--- src/rtl/fifo_burst_reader_if.sv ---
// -----------------------------------------------------------------------------
// fifo_burst_reader_if
// Bundles the FIFO read port and the frame-buffer command/write-data port
// that the burst reader sits between.
//   master : burst reader side (pops the FIFO, issues commands, drives wdata)
//   slave  : environment side (FIFO + memory port)
// Signals:
//   fifo_rdata / fifo_rd_valid / fifo_rd_count : FWFT head word, valid, occupancy
//   fifo_rd_en                                  : pop the FIFO head
//   cmd_valid / cmd_ready / cmd_addr / cmd_len  : burst command handshake
//   wdata / wdata_valid / wdata_ready / wdata_last : write data beat handshake
// -----------------------------------------------------------------------------
interface fifo_burst_reader_if #(
    parameter int unsigned DATA_WIDTH  = 32,
    parameter int unsigned COUNT_WIDTH = 11,
    parameter int unsigned ADDR_WIDTH  = 28
);
    logic [DATA_WIDTH-1:0]  fifo_rdata;
    logic                   fifo_rd_valid;
    logic [COUNT_WIDTH-1:0] fifo_rd_count;
    logic                   fifo_rd_en;

    logic                   cmd_valid;
    logic                   cmd_ready;
    logic [ADDR_WIDTH-1:0]  cmd_addr;
    logic [7:0]             cmd_len;

    logic [DATA_WIDTH-1:0]  wdata;
    logic                   wdata_valid;
    logic                   wdata_ready;
    logic                   wdata_last;

    modport master (
        input  fifo_rdata, fifo_rd_valid, fifo_rd_count, cmd_ready, wdata_ready,
        output fifo_rd_en, cmd_valid, cmd_addr, cmd_len, wdata, wdata_valid, wdata_last
    );

    modport slave (
        output fifo_rdata, fifo_rd_valid, fifo_rd_count, cmd_ready, wdata_ready,
        input  fifo_rd_en, cmd_valid, cmd_addr, cmd_len, wdata, wdata_valid, wdata_last
    );
endinterface

--- src/rtl/fifo_burst_reader.sv ---
// -----------------------------------------------------------------------------
// fifo_burst_reader
// Drains a FWFT FIFO of packed pixel pairs into fixed-length frame-buffer
// write bursts. Waits for a full burst to be buffered, issues one command
// (address, length), streams BURST_LEN beats, then advances the address and
// wraps it at the end of each frame. Single clock domain (FIFO read clock).
// Ports:
//   rd_clk       : clock
//   sys_rst_n    : synchronous active-low reset
//   enable       : gates the start of new bursts (in-flight burst completes)
//   frame_start  : restart addressing at BASE_ADDR
//   bus          : FIFO read port + command/write-data port (master side)
//   frame_done   : one-cycle pulse after the last burst of a frame
//   underrun_err : sticky, FIFO ran dry while the memory port was ready
// -----------------------------------------------------------------------------
module fifo_burst_reader #(
    parameter int unsigned DATA_WIDTH   = 32,
    parameter int unsigned COUNT_WIDTH  = 11,
    parameter int unsigned BURST_LEN    = 64,
    parameter int unsigned ADDR_WIDTH   = 28,
    parameter int unsigned BASE_ADDR    = 0,
    parameter int unsigned FRAME_BURSTS = 4050
) (
    input  logic                rd_clk,
    input  logic                sys_rst_n,
    input  logic                enable,
    input  logic                frame_start,
    fifo_burst_reader_if.master bus,
    output logic                frame_done,
    output logic                underrun_err
);

    localparam int unsigned BC_W = (FRAME_BURSTS > 1) ? $clog2(FRAME_BURSTS) : 1;

    localparam logic [ADDR_WIDTH-1:0] BASE_A     = ADDR_WIDTH'(BASE_ADDR);
    localparam logic [ADDR_WIDTH-1:0] ADDR_STEP  = ADDR_WIDTH'(BURST_LEN * DATA_WIDTH / 8);
    localparam logic [7:0]            LAST_BEAT  = 8'(BURST_LEN - 1);
    localparam logic [BC_W-1:0]       LAST_BURST = BC_W'(FRAME_BURSTS - 1);

    typedef enum logic [1:0] {
        IDLE,
        CMD,
        DATA,
        NEXT
    } state_t;

    state_t                state_q;
    logic [ADDR_WIDTH-1:0] addr_q, addr_d;
    logic [BC_W-1:0]       burst_cnt_q, burst_cnt_d;
    logic [7:0]            beat_cnt_q;
    logic                  fs_pend_q;
    logic                  cmd_valid_q;
    logic                  frame_done_q, frame_done_d;
    logic                  underrun_q;

    logic in_data;
    logic beat_fire;
    logic count_ok;
    logic restart;

    assign in_data   = (state_q == DATA);
    assign beat_fire = in_data & bus.fifo_rd_valid & bus.wdata_ready;
    assign count_ok  = 32'(bus.fifo_rd_count) >= BURST_LEN;

    // A frame_start arriving in NEXT itself is honoured along with any
    // request latched earlier in the burst.
    assign restart = fs_pend_q | frame_start;

    // Address/burst-counter advance applied on the NEXT cycle. End of frame
    // wins over a pending restart so frame_done still fires for a full frame.
    always_comb begin
        addr_d       = addr_q + ADDR_STEP;
        burst_cnt_d  = burst_cnt_q + BC_W'(1);
        frame_done_d = 1'b0;
        if (burst_cnt_q == LAST_BURST) begin
            addr_d       = BASE_A;
            burst_cnt_d  = '0;
            frame_done_d = 1'b1;
        end else if (restart) begin
            addr_d      = BASE_A;
            burst_cnt_d = '0;
        end
    end

    always_ff @(posedge rd_clk) begin
        if (!sys_rst_n) begin
            state_q      <= IDLE;
            addr_q       <= BASE_A;
            burst_cnt_q  <= '0;
            beat_cnt_q   <= '0;
            fs_pend_q    <= 1'b0;
            cmd_valid_q  <= 1'b0;
            frame_done_q <= 1'b0;
            underrun_q   <= 1'b0;
        end else begin
            frame_done_q <= 1'b0;
            if (in_data && !bus.fifo_rd_valid && bus.wdata_ready) begin
                underrun_q <= 1'b1;
            end
            case (state_q)
                IDLE: begin
                    if (frame_start) begin
                        addr_q      <= BASE_A;
                        burst_cnt_q <= '0;
                    end
                    if (enable && count_ok) begin
                        state_q     <= CMD;
                        cmd_valid_q <= 1'b1;
                    end
                end
                CMD: begin
                    if (frame_start) begin
                        fs_pend_q <= 1'b1;
                    end
                    if (bus.cmd_ready) begin
                        cmd_valid_q <= 1'b0;
                        state_q     <= DATA;
                    end
                end
                DATA: begin
                    if (frame_start) begin
                        fs_pend_q <= 1'b1;
                    end
                    if (beat_fire) begin
                        if (beat_cnt_q == LAST_BEAT) begin
                            beat_cnt_q <= '0;
                            state_q    <= NEXT;
                        end else begin
                            beat_cnt_q <= beat_cnt_q + 8'd1;
                        end
                    end
                end
                NEXT: begin
                    addr_q       <= addr_d;
                    burst_cnt_q  <= burst_cnt_d;
                    frame_done_q <= frame_done_d;
                    fs_pend_q    <= 1'b0;
                    state_q      <= IDLE;
                end
                default: state_q <= IDLE;
            endcase
        end
    end

    // Data path is a straight pass-through of the FWFT head: a pop is the
    // beat transfer itself, so no skid storage is needed.
    assign bus.wdata       = in_data ? bus.fifo_rdata : '0;
    assign bus.wdata_valid = in_data & bus.fifo_rd_valid;
    assign bus.wdata_last  = in_data & bus.fifo_rd_valid & (beat_cnt_q == LAST_BEAT);
    assign bus.fifo_rd_en  = beat_fire;
    assign bus.cmd_valid   = cmd_valid_q;
    assign bus.cmd_addr    = addr_q;
    assign bus.cmd_len     = LAST_BEAT;

    assign frame_done   = frame_done_q;
    assign underrun_err = underrun_q;

endmodule

--- src/flat_wrapper.sv ---
// flat-port wrapper written by rule: the top's interface ports become plain ports
module fifo_burst_reader_flat 
#(
    parameter int unsigned DATA_WIDTH   = 32,
    parameter int unsigned COUNT_WIDTH  = 11,
    parameter int unsigned BURST_LEN    = 64,
    parameter int unsigned ADDR_WIDTH   = 28,
    parameter int unsigned BASE_ADDR    = 0,
    parameter int unsigned FRAME_BURSTS = 4050
)
  (rd_clk, sys_rst_n, enable, frame_start, frame_done, underrun_err, bus_fifo_rdata, bus_fifo_rd_valid, bus_fifo_rd_count, bus_cmd_ready, bus_wdata_ready, bus_fifo_rd_en, bus_cmd_valid, bus_cmd_addr, bus_cmd_len, bus_wdata, bus_wdata_valid, bus_wdata_last);
  fifo_burst_reader_if #(.DATA_WIDTH(DATA_WIDTH), .COUNT_WIDTH(COUNT_WIDTH), .ADDR_WIDTH(ADDR_WIDTH)) bus_i ();
  input  logic rd_clk;
  input  logic sys_rst_n;
  input  logic enable;
  input  logic frame_start;
  output logic frame_done;
  output logic underrun_err;
  input wire logic [$bits(bus_i.fifo_rdata)-1:0] bus_fifo_rdata;
  input wire logic [$bits(bus_i.fifo_rd_valid)-1:0] bus_fifo_rd_valid;
  input wire logic [$bits(bus_i.fifo_rd_count)-1:0] bus_fifo_rd_count;
  input wire logic [$bits(bus_i.cmd_ready)-1:0] bus_cmd_ready;
  input wire logic [$bits(bus_i.wdata_ready)-1:0] bus_wdata_ready;
  output wire logic [$bits(bus_i.fifo_rd_en)-1:0] bus_fifo_rd_en;
  output wire logic [$bits(bus_i.cmd_valid)-1:0] bus_cmd_valid;
  output wire logic [$bits(bus_i.cmd_addr)-1:0] bus_cmd_addr;
  output wire logic [$bits(bus_i.cmd_len)-1:0] bus_cmd_len;
  output wire logic [$bits(bus_i.wdata)-1:0] bus_wdata;
  output wire logic [$bits(bus_i.wdata_valid)-1:0] bus_wdata_valid;
  output wire logic [$bits(bus_i.wdata_last)-1:0] bus_wdata_last;
  assign bus_i.fifo_rdata = bus_fifo_rdata;
  assign bus_i.fifo_rd_valid = bus_fifo_rd_valid;
  assign bus_i.fifo_rd_count = bus_fifo_rd_count;
  assign bus_i.cmd_ready = bus_cmd_ready;
  assign bus_i.wdata_ready = bus_wdata_ready;
  assign bus_fifo_rd_en = bus_i.fifo_rd_en;
  assign bus_cmd_valid = bus_i.cmd_valid;
  assign bus_cmd_addr = bus_i.cmd_addr;
  assign bus_cmd_len = bus_i.cmd_len;
  assign bus_wdata = bus_i.wdata;
  assign bus_wdata_valid = bus_i.wdata_valid;
  assign bus_wdata_last = bus_i.wdata_last;
  fifo_burst_reader #(.DATA_WIDTH(DATA_WIDTH), .COUNT_WIDTH(COUNT_WIDTH), .BURST_LEN(BURST_LEN), .ADDR_WIDTH(ADDR_WIDTH), .BASE_ADDR(BASE_ADDR), .FRAME_BURSTS(FRAME_BURSTS)) u_core (.rd_clk(rd_clk), .sys_rst_n(sys_rst_n), .enable(enable), .frame_start(frame_start), .bus(bus_i), .frame_done(frame_done), .underrun_err(underrun_err));
endmodule
--- config.mk ---
export PLATFORM = sky130hd
export DESIGN_NAME = fifo_burst_reader_flat
export DESIGN_NICKNAME = d
export VERILOG_FILES = /design/src/rtl/fifo_burst_reader_if.sv /design/src/rtl/fifo_burst_reader.sv /design/src/flat_wrapper.sv
export SDC_FILE = /design/constraint.sdc
export NUM_CORES = 1
export LEC_CHECK = 0
export CAP_MARGIN = 25
export CORE_MARGIN = 2
export CORE_UTILIZATION = 40
export DETAILED_ROUTE_END_ITERATION = 10
export PLACE_DENSITY_LB_ADDON = 0.12
export SYNTH_ARGS = -nofsm -noshare
export SYNTH_HDL_FRONTEND = slang
export SYNTH_SLANG_ARGS = --single-unit
--- constraint.sdc ---
create_clock -name rd_clk -period 2.9 [get_ports rd_clk]
set_input_delay 0.435 -clock rd_clk [delete_from_list [all_inputs] [get_ports rd_clk]]
set_output_delay 0.435 -clock rd_clk [all_outputs]
set_load 0.02 [all_outputs]
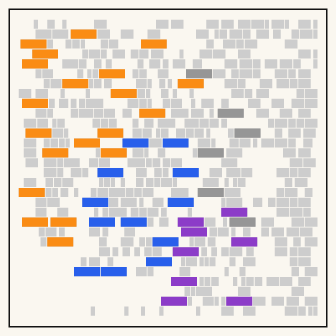
Fig. 1. Sequential cells colored by netlist name.
Other sequential cells in the stronger gray, the rest of the logic in the fainter gray.
- u_core.bus.cmd_addr: orange (placed flops 20)
- u_core.burst_cnt_q: blue (placed flops 12)
- u_core.beat_cnt_q: purple (placed flops 8; where south)
- not colored: 6
flip-flop and latch area: 921 um2
seq pwr: 0.000702 W

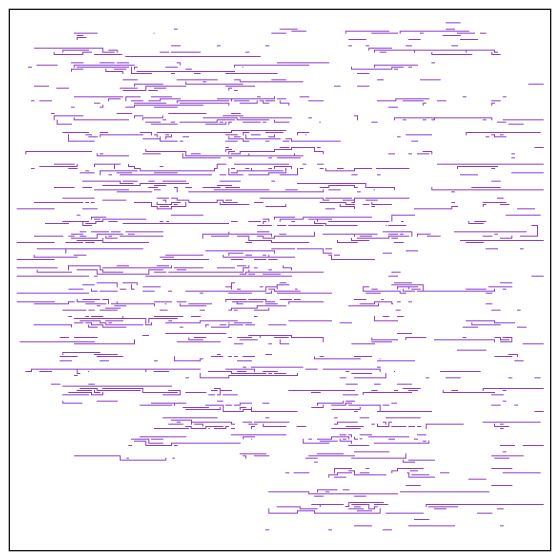
Fig. 2. Met1 routing.
- nets with wire on the layer: 416
- main direction: horizontal
- longest straight run: 27.1 um
- share of all routed wire: 44%
routed vias: 2678
grt met1 use: 0.225

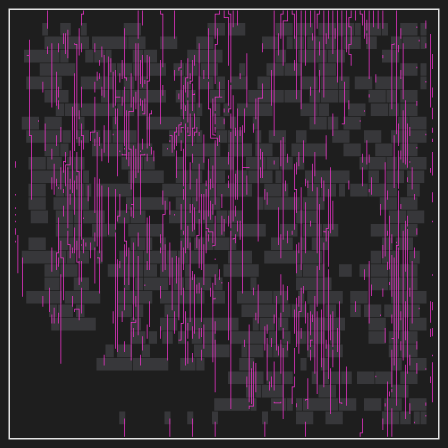
Fig. 3. Signal wires on met2.
- longest straight run: 36.0 um
- main direction: vertical
Routed WL: 6930 um
M2 GR Usage: 0.305

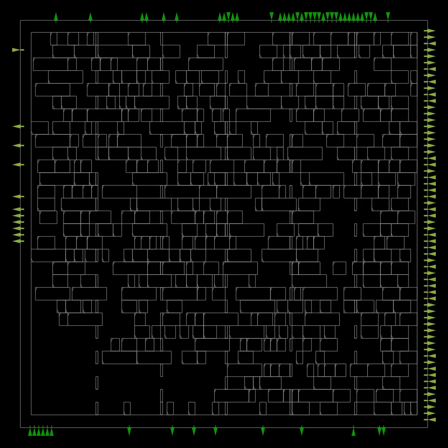
Fig. 4. Cell placement.
Rows: 30
fraction of area in registers: 0.237
Cell Count, Final, Fillers Out: 513

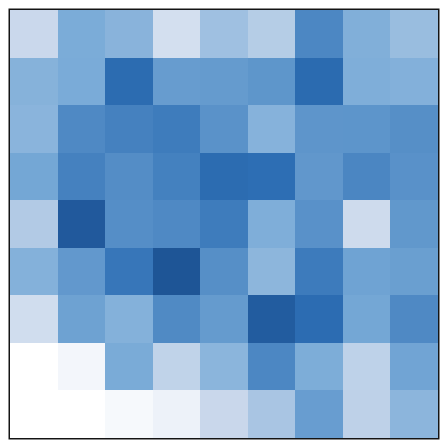
Fig. 5. Placement density heat map.
The die is cut into 9 by 9 equal tiles; white is low, dark blue is high, 0 to 100% covered.
- tiles over 75% full: 9.9%
- fullest tile: 85%
- emptiest ninth of the die: south-west
final core occ: 0.577
core area: 0.00672 mm2
Pre-Place Util: 0.409

==> CHANGELOG.md <==
### Physical design

- Chip Width: 86.9 um
- Pre-antenna DRT Iters: 4
- MI comb area: 0.00165 mm2
- Pwr per Cell Area: 448 mW/mm2
- Commonest flop: dfxtp_1
- Final Wtd Congestion: 0.784
- Comb area leader: simple AND/OR/NAND/NOR gates
- Top delay family on crit path: buffers and inverters
- Total negative slack: 0 ps
- Worst r2r src: u_core.state_q[1]
- Critical path endpoint category: output pin
- DR vias/cell: 5.22
- Root buf cell: clkbuf_8
- Area growth from synthesis to layout: 41.1%
- Routed len/inst: 13.5 um
- Maximum vdd drop: 0.254 mV
- DRT iter0 DRCs: 70
- Worst-path clk slew: roughly 80 ps
- RSZ-0062 raised after global routing: false
- WL met2: 3250 um
- Worst Path Max Fanout: 5
- Status: finished, final reports clean
## where the power goes
part	leakage [nW]	total [W]	switching, W	internal (W)
sequential	0.372	0.000702	0.0000352	0.000667
combinational	0.942	0.000625	0.000336	0.000289
clock	0.0482	0.000410	0.000217	0.000193
total	1.36	0.00174	0.000588	0.00115
## state kept, by name (all words and copies together) (netlist names)
register              cells
u_core.bus.cmd_addr      20
u_core.frame_done         1
u_core.underrun_err       1
u_core.fs_pend_q          1
u_core.beat_cnt_q         8
u_core.state_q            2
u_core.burst_cnt_q       12
u_core.bus.cmd_valid      1
## stage by stage
stage	setup WS [ps]	hold slack [ps]
global route	182	497
floorplan	709	453
CTS	295	488
finish	323	481
detailed placement	377	475
global placement	415	460
## tightest hold or removal path: stages (launching register included)
cell and delay (ps):
dfxtp_1 330, nand2_1 60, a21oi_1 50
Power is estimated from default activity; no workload was simulated.
